**src/rtl/decode_stage.sv**
```systemverilog
// -----------------------------------------------------------------------------
// decode_stage
//   RV32I decode stage. Decodes the fetched instruction word in the same cycle.
//   The register-file read addresses come straight from the instruction bits.
//   The result is loaded into one output slot that has a valid/ready handshake
//   towards the execute-stage ALU. The slot supports stall (ex_ready low) and
//   flush.
//
// Ports
//   i_clk, i_rst_n          clock (rising edge), asynchronous active-low reset
//   i_if_valid/o_if_ready   fetch handshake
//   i_if_instr, i_if_pc     instruction word and its PC
//   o_rs1_addr/o_rs2_addr   combinational regfile read addresses
//   i_rs1_data/i_rs2_data   regfile read data, same cycle
//   i_flush                 drop the held and the incoming instruction
//   o_ex_valid/i_ex_ready   execute handshake
//   o_ex_alu_op             ALU operation:
//                             0 ADD, 1 SUB, 2 SLL, 3 SLT, 4 SLTU,
//                             5 XOR, 6 SRL, 7 SRA, 8 OR,  9 AND
//   o_ex_op_a/o_ex_op_b     ALU operands
//   o_ex_rd, o_ex_reg_write writeback destination and enable
//   o_ex_illegal            instruction not decodable
//   o_ex_pc                 PC of the held instruction
//
// Parameters
//   XLEN          datapath width; only 32 is supported
//   CHECK_FUNCT7  1: reject funct7 encodings outside the legal set;
//                 0: only instr[30] is looked at
// -----------------------------------------------------------------------------
module decode_stage #(
  parameter int XLEN         = 32,
  parameter bit CHECK_FUNCT7 = 1'b1
) (
  input  logic            i_clk,
  input  logic            i_rst_n,
  input  logic            i_if_valid,
  output logic            o_if_ready,
  input  logic [31:0]     i_if_instr,
  input  logic [XLEN-1:0] i_if_pc,
  output logic [4:0]      o_rs1_addr,
  output logic [4:0]      o_rs2_addr,
  input  logic [XLEN-1:0] i_rs1_data,
  input  logic [XLEN-1:0] i_rs2_data,
  input  logic            i_flush,
  output logic            o_ex_valid,
  input  logic            i_ex_ready,
  output logic [3:0]      o_ex_alu_op,
  output logic [XLEN-1:0] o_ex_op_a,
  output logic [XLEN-1:0] o_ex_op_b,
  output logic [4:0]      o_ex_rd,
  output logic            o_ex_reg_write,
  output logic            o_ex_illegal,
  output logic [XLEN-1:0] o_ex_pc
);

  typedef enum logic [3:0] {
    ALU_ADD  = 4'd0,
    ALU_SUB  = 4'd1,
    ALU_SLL  = 4'd2,
    ALU_SLT  = 4'd3,
    ALU_SLTU = 4'd4,
    ALU_XOR  = 4'd5,
    ALU_SRL  = 4'd6,
    ALU_SRA  = 4'd7,
    ALU_OR   = 4'd8,
    ALU_AND  = 4'd9
  } alu_op_t;

  localparam logic [6:0] OPC_OP    = 7'b0110011;
  localparam logic [6:0] OPC_OPIMM = 7'b0010011;
  localparam logic [6:0] OPC_LUI   = 7'b0110111;
  localparam logic [6:0] OPC_AUIPC = 7'b0010111;

  // funct3 -> ALU operation. The alt bit selects SUB or SRA.
  function automatic alu_op_t f_alu_map(input logic [2:0] f3, input logic alt);
    case (f3)
      3'd0:    f_alu_map = alt ? ALU_SUB : ALU_ADD;
      3'd1:    f_alu_map = ALU_SLL;
      3'd2:    f_alu_map = ALU_SLT;
      3'd3:    f_alu_map = ALU_SLTU;
      3'd4:    f_alu_map = ALU_XOR;
      3'd5:    f_alu_map = alt ? ALU_SRA : ALU_SRL;
      3'd6:    f_alu_map = ALU_OR;
      default: f_alu_map = ALU_AND;
    endcase
  endfunction

  logic [6:0]      w_opcode;
  logic [2:0]      w_f3;
  logic [6:0]      w_f7;
  logic [4:0]      w_rd;
  logic            w_f7_zero;
  logic            w_f7_alt;
  logic            w_accept;
  alu_op_t         w_op;
  logic [XLEN-1:0] w_a;
  logic [XLEN-1:0] w_b;
  logic            w_illegal;

  logic            r_valid;
  alu_op_t         r_op;
  logic [XLEN-1:0] r_a;
  logic [XLEN-1:0] r_b;
  logic [4:0]      r_rd;
  logic            r_reg_write;
  logic            r_illegal;
  logic [XLEN-1:0] r_pc;

  assign w_opcode   = i_if_instr[6:0];
  assign w_rd       = i_if_instr[11:7];
  assign w_f3       = i_if_instr[14:12];
  assign w_f7       = i_if_instr[31:25];
  assign w_f7_zero  = (w_f7 == 7'b0000000);
  assign w_f7_alt   = (w_f7 == 7'b0100000);

  assign o_rs1_addr = i_if_instr[19:15];
  assign o_rs2_addr = i_if_instr[24:20];

  assign o_if_ready = !i_flush && (!r_valid || i_ex_ready);
  assign w_accept   = i_if_valid && o_if_ready;

  always_comb begin
    w_op      = ALU_ADD;
    w_a       = '0;
    w_b       = '0;
    w_illegal = 1'b0;
    case (w_opcode)
      OPC_OP: begin
        w_a  = i_rs1_data;
        w_b  = i_rs2_data;
        w_op = f_alu_map(w_f3, i_if_instr[30]);
        // The alternate encoding exists only for SUB and SRA.
        if (CHECK_FUNCT7 && !(w_f7_zero || (w_f7_alt && (w_f3 == 3'd0 || w_f3 == 3'd5))))
          w_illegal = 1'b1;
      end
      OPC_OPIMM: begin
        w_a  = i_rs1_data;
        w_b  = {{20{i_if_instr[31]}}, i_if_instr[31:20]};
        // instr[30] is part of the immediate except for the right shifts.
        w_op = f_alu_map(w_f3, (w_f3 == 3'd5) && i_if_instr[30]);
        if (w_f3 == 3'd1 || w_f3 == 3'd5) begin
          w_b = {27'd0, i_if_instr[24:20]};
          if (CHECK_FUNCT7 && !(w_f7_zero || (w_f7_alt && w_f3 == 3'd5)))
            w_illegal = 1'b1;
        end
      end
      OPC_LUI: begin
        w_b = {i_if_instr[31:12], 12'd0};
      end
      OPC_AUIPC: begin
        w_a = i_if_pc;
        w_b = {i_if_instr[31:12], 12'd0};
      end
      default: w_illegal = 1'b1;
    endcase
    if (w_illegal) begin
      w_op = ALU_ADD;
      w_a  = '0;
      w_b  = '0;
    end
  end

  // Output slot. Flush wins over accept. The payload changes only on accept,
  // so it stays stable while stalled and after a flush.
  always_ff @(posedge i_clk or negedge i_rst_n) begin
    if (!i_rst_n) begin
      r_valid     <= 1'b0;
      r_op        <= ALU_ADD;
      r_a         <= '0;
      r_b         <= '0;
      r_rd        <= '0;
      r_reg_write <= 1'b0;
      r_illegal   <= 1'b0;
      r_pc        <= '0;
    end else if (i_flush) begin
      r_valid <= 1'b0;
    end else if (w_accept) begin
      r_valid     <= 1'b1;
      r_op        <= w_op;
      r_a         <= w_a;
      r_b         <= w_b;
      r_rd        <= w_rd;
      r_reg_write <= !w_illegal && (w_rd != 5'd0);
      r_illegal   <= w_illegal;
      r_pc        <= i_if_pc;
    end else if (i_ex_ready) begin
      r_valid <= 1'b0;
    end
  end

  assign o_ex_valid     = r_valid;
  assign o_ex_alu_op    = r_op;
  assign o_ex_op_a      = r_a;
  assign o_ex_op_b      = r_b;
  assign o_ex_rd        = r_rd;
  assign o_ex_reg_write = r_reg_write;
  assign o_ex_illegal   = r_illegal;
  assign o_ex_pc        = r_pc;

endmodule
```
**config.mk**
```make
export PLATFORM = sky130hd
export DESIGN_NAME = decode_stage
export DESIGN_NICKNAME = d
export VERILOG_FILES = /design/src/rtl/decode_stage.sv
export SDC_FILE = /design/constraint.sdc
export NUM_CORES = 1
export LEC_CHECK = 0
export ABC_AREA = 0
export CELL_PAD_IN_SITES_DETAIL_PLACEMENT = 0
export CELL_PAD_IN_SITES_GLOBAL_PLACEMENT = 2
export CORE_MARGIN = 1
export CORE_UTILIZATION = 25
export CTS_CLUSTER_DIAMETER = 120
export DETAILED_ROUTE_END_ITERATION = 16
export PLACE_DENSITY_LB_ADDON = 0.1
export SETUP_SLACK_MARGIN = 0.3
export SYNTH_ARGS = -nofsm -noshare
export SYNTH_HDL_FRONTEND = slang
export SYNTH_SLANG_ARGS = --single-unit
```
**constraint.sdc**
```tcl
create_clock -name i_clk -period 2.7 [get_ports i_clk]
set_clock_uncertainty 0.2 [all_clocks]
set_input_delay 0.54 -clock i_clk [delete_from_list [all_inputs] [get_ports i_clk]]
set_output_delay 0.54 -clock i_clk [all_outputs]
set_load 0.05 [all_outputs]
```
==> flow_summary.yaml, run 1 <==
# implementation run metrics
outcome:
  status: "finished clean"
routing:
  vias_per_cell: 4.68
  drt-initial-drc-count: 163
  vias: 4333
  wl_per_cell_um: 18.7
  antenna_left: 0
setup_path:
  cp_num_buf_inv: 3
  cp-start-kind: "primary input"
  regToRegSetupSlack_ps: 730
  slowest_stage: "or4_4"
  rr_startpoint: "o_ex_valid$_DFFE_PN0P_"
  arrival_ps: 2400
  crit_chain: "buf_2, or4_4, nor3_4, o221ai_2, buf_4, a211o_4, buf_16, o21ai_0"
  cp.required_ps: 2770
  critPathTopFamily: "simple AND/OR/NAND/NOR gates"
  startpoint: "i_if_instr[29]"
  crit_cells: 8
yosys:
  synthTopCellsByCount: "108 x dfrtp_1, 74 x nand2_1, 59 x o21ai_0"
  ys_types: 32
  yosys_area_um2: 4740
  xor_area_share_pct: 0
  syn_area_per_cell_um2: 11.1
  synth_nets: 562
  synthArstFlopShare_pct: 100
  yosysTopAreaCell: "dfrtp_1"
  yosysMostFrequentCell: "dfrtp_1"
  synth-seq-cells: 108
  logic_family: "AND-OR/OR-AND gates"
  mux_share_pct: 10.1
  ys_sh_aoi_pct: 18.9
floorplan:
  die_y_um: 140
  die_w_um: 140
  die_area_um2: 19500
  initial_core_util_pct: 25.4
placement:
  dpl.hpwl_mm: 11.9
  portBuffers: 251
global_route:
  grt_antenna_before_repair: 0
  grt_pass1_wl_mm: 26.8
  grt.total_usage_pct: 18.0
pwr:
  vdd_drop_max_mv: 0.281
  leakage_uw: 0.00333
worst_hold_path:
  hold_depth: 2
  hp-start: "o_ex_op_b[7]$_DFFE_PN0P_"
  whs_endpoint: "o_ex_op_b[7]$_DFFE_PN0P_"
cells_and_area:
  diodes: 0
  stdcell_count: 925
  layout_top_cells: "235 x clkdlybuf4s50_1, 108 x dfrtp_1, 73 x nand2_1"
  areaGrowthSynthToFinish_pct: 70.5
  nets: 819
timing:
  clock.fmax_mhz: 430
  slew_headroom_pct: 58.2
  setup_violations: 0
  rsz0062_at_grt: "yes"
cts:
  htreeDepth: 3
run 1: layout make-up:
cell class                      instances  area [µm²]
Clock buffer                           11         243
Clock inverter                          5        35.0
Fill cell                            1793       10600
Inverter                                3        11.3
Multi-Input combinational cell        274        1860
Sequential cell                       108        2700
Tap cell                              234         293
Timing Repair Buffer                  290        2940
run 1: through the flow:
step                      hold WS [ps]  setup slack (ps)
after global placement             261              -295
after floorplan                   44.4               241
after global routing               305               286
final                              280               372
after detailed placement           267              -370
after CTS                          282               303
run 1: power by group:
part           internal, µW  leakage [µW]  total (µW)  switching (µW)
sequential             1720       0.00142        1770            50.7
combinational           523       0.00178        1220             695
clock                   655      0.000136        1280             624
run 1: layer usage:
layer  wire (µm)  global-route usage (%)
met3        1360                    5.88
met1        7530                    23.2
met4         170                    4.11
met2        8220                    29.3
met5           0                       0
**Run 1: the metal 2 layer**

Cells faint in the background.
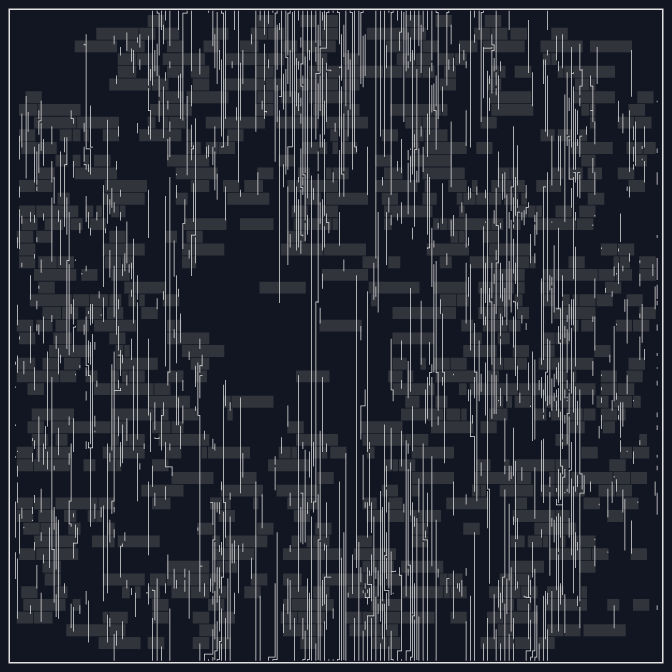
main direction: vertical
share of all routed wire: 48%
nets with wire on the layer: 705

**Run 1: cell classes on the final placement**

Bar = 50 µm.
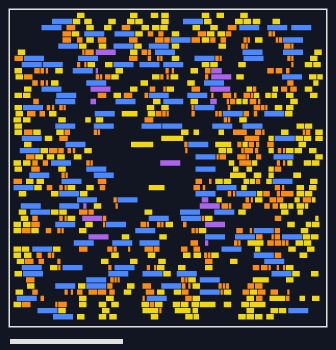
[blue] registers | cells: 108 | share of their area: 35%
[orange] remaining logic cells | cells: 277 | share of their area: 24%
[purple] clock drivers and dummy loads | cells: 16 | share of their area: 3.6%
[yellow] remaining buffers and delay cells | cells: 290 | share of their area: 38%
Core Area: 18600 µm²
final instance area: 8090 µm²

**Run 1: gate-type map**

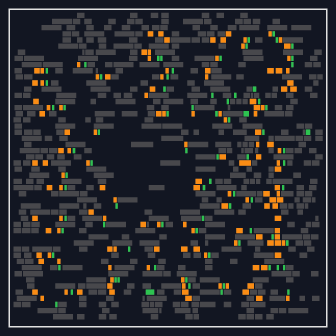
[orange] aoi and oai cells | cells: 133 | where: all over the die
[green] nand cells | cells: 77 | where: all over the die

--- run 2 (diff from run 1) ---
- CORE_MARGIN: 1 -> 8
**Run 2: gate-type map**

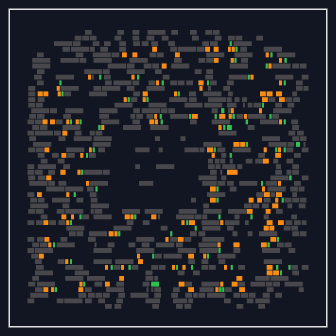
[green] nand cells | cells: 77 | where: all over the die
[orange] aoi and oai cells | cells: 133 | where: all over the die
logic share of the area: 23.1%
Post-Layout Cell Count: 920
most numerous logic cell after layout: clkdlybuf4s50_1

==> run 2 against run 1 <==
Compared with the run above: synthesized area is the same; cell area shrank 0.43%; clock power grew 5%; global-route usage shrank 2.8 points; setup slack lost 17 ps; synthesized cell count is the same; wire length grew 4.3%; count of clock-buffer cells in the layout is the same; flip-flop count is the same; die size grew 21%; sequential share of layout area grew 0.15 points; worst hold slack lost 260 ps; largest power group unchanged.
==> flow_summary.yaml, run 2 <==
# implementation run metrics
timing:
  setup_violations: 0
  rsz0062_at_grt: "no"
  hold_slack_ps: 24.9
  worst_slack_ps: 354
  post-route-period-util_pct: 86.9
  clock.fmax_mhz: 426
yosys:
  synth-seq-cells: 108
  logic_family: "AND-OR/OR-AND gates"
  yosysMostFrequentCell: "dfrtp_1"
  synth_nets: 562
  yosysTopAreaCell: "dfrtp_1"
  syn_area_per_cell_um2: 11.1
  synthTopCellsByCount: "108 x dfrtp_1, 74 x nand2_1, 59 x o21ai_0"
  xor_area_share_pct: 0
  synthArstFlopShare_pct: 100
  ys_sh_aoi_pct: 18.9
  yosys_area_um2: 4740
cells_and_area:
  nonClockBufferCount: 285
  diodes: 0
  clkCellAreaFrac_pct: 3.73
  post-route-cell-area_um2: 8050
  seq_cells: 108
  final_util_pct: 43.2
  inv_count: 3
  seq_area_share_pct: 33.6
  regArea_um2: 2700
  comb_cells: 274
  dominant_cells: "non-clock buffers"
  areaGrowthSynthToFinish_pct: 69.8
  logic_area_um2: 1860
  nClkBuffers: 11
  final-nonclk-buf-share_pct: 35.8
  nets: 814
  layout_top_cells: "235 x clkdlybuf4s50_1, 108 x dfrtp_1, 73 x nand2_1"
  fillers: 1802
routing:
  antenna_left: 0
  wl_per_cell_um: 19.6
  vias: 4308
  drt-initial-drc-count: 232
  vias_per_cell: 4.68
setup_path:
  cp-start-kind: "primary input"
  cp.required_ps: 2770
  crit_cells: 6
  cp_num_buf_inv: 1
  regToRegSetupSlack_ps: 860
  slowest_stage: "or4_4"
  startpoint: "i_if_instr[29]"
  arrival_ps: 2410
  rr_startpoint: "o_ex_valid$_DFFE_PN0P_"
  crit_chain: "dlygate4sd2_1, or4_4, nor3_4, o221ai_2, or4_4, o21ai_2"
  critPathTopFamily: "simple AND/OR/NAND/NOR gates"
floorplan:
  die_y_um: 154
  die_area_um2: 23600
  well_tap_count: 234
  core_um2: 18600
  die_w_um: 154
  initial_core_util_pct: 25.4
placement:
  portBuffers: 251
  dpl.hpwl_mm: 13.6
  post-place-ws_ps: -339
cts:
  htreeDepth: 3
outcome:
  status: "finished clean"
pwr:
  leakage_uw: 0.00332
  vdd_drop_max_mv: 0.285
global_route:
  grt.total_usage_pct: 15.3
  grt_pass1_wl_mm: 28.2
  grt_antenna_before_repair: 0
-- run 2: cell counts after synthesis --
Identical to the previous run, type by type.
-- run 2: kinds of logic after synthesis --
family	after synthesis
AND-OR/OR-AND	134
buffers and inverters	48
flip-flops	108
multiplexers	43
AND/OR/NAND/NOR	96
-- run 2: routing by layer --
metal / wire [µm] / vias to the layer above / track usage [%]
met4: 182 / 0 / 3.59
met1: 7310 / 2079 / 18.2
li1: - / 2052 / -
met2: 8890 / 166 / 25.3
met5: 0 / - / 0
met3: 1640 / 11 / 6.17
-- run 2: power breakdown --
part           total, µW  internal, µW  switching (µW)
combinational       1220           523             697
clock               1350           750             605
sequential          1770          1720            50.6
total               4350          2990            1350
Power figures rest on the tool's default switching activity, not on a simulated workload.
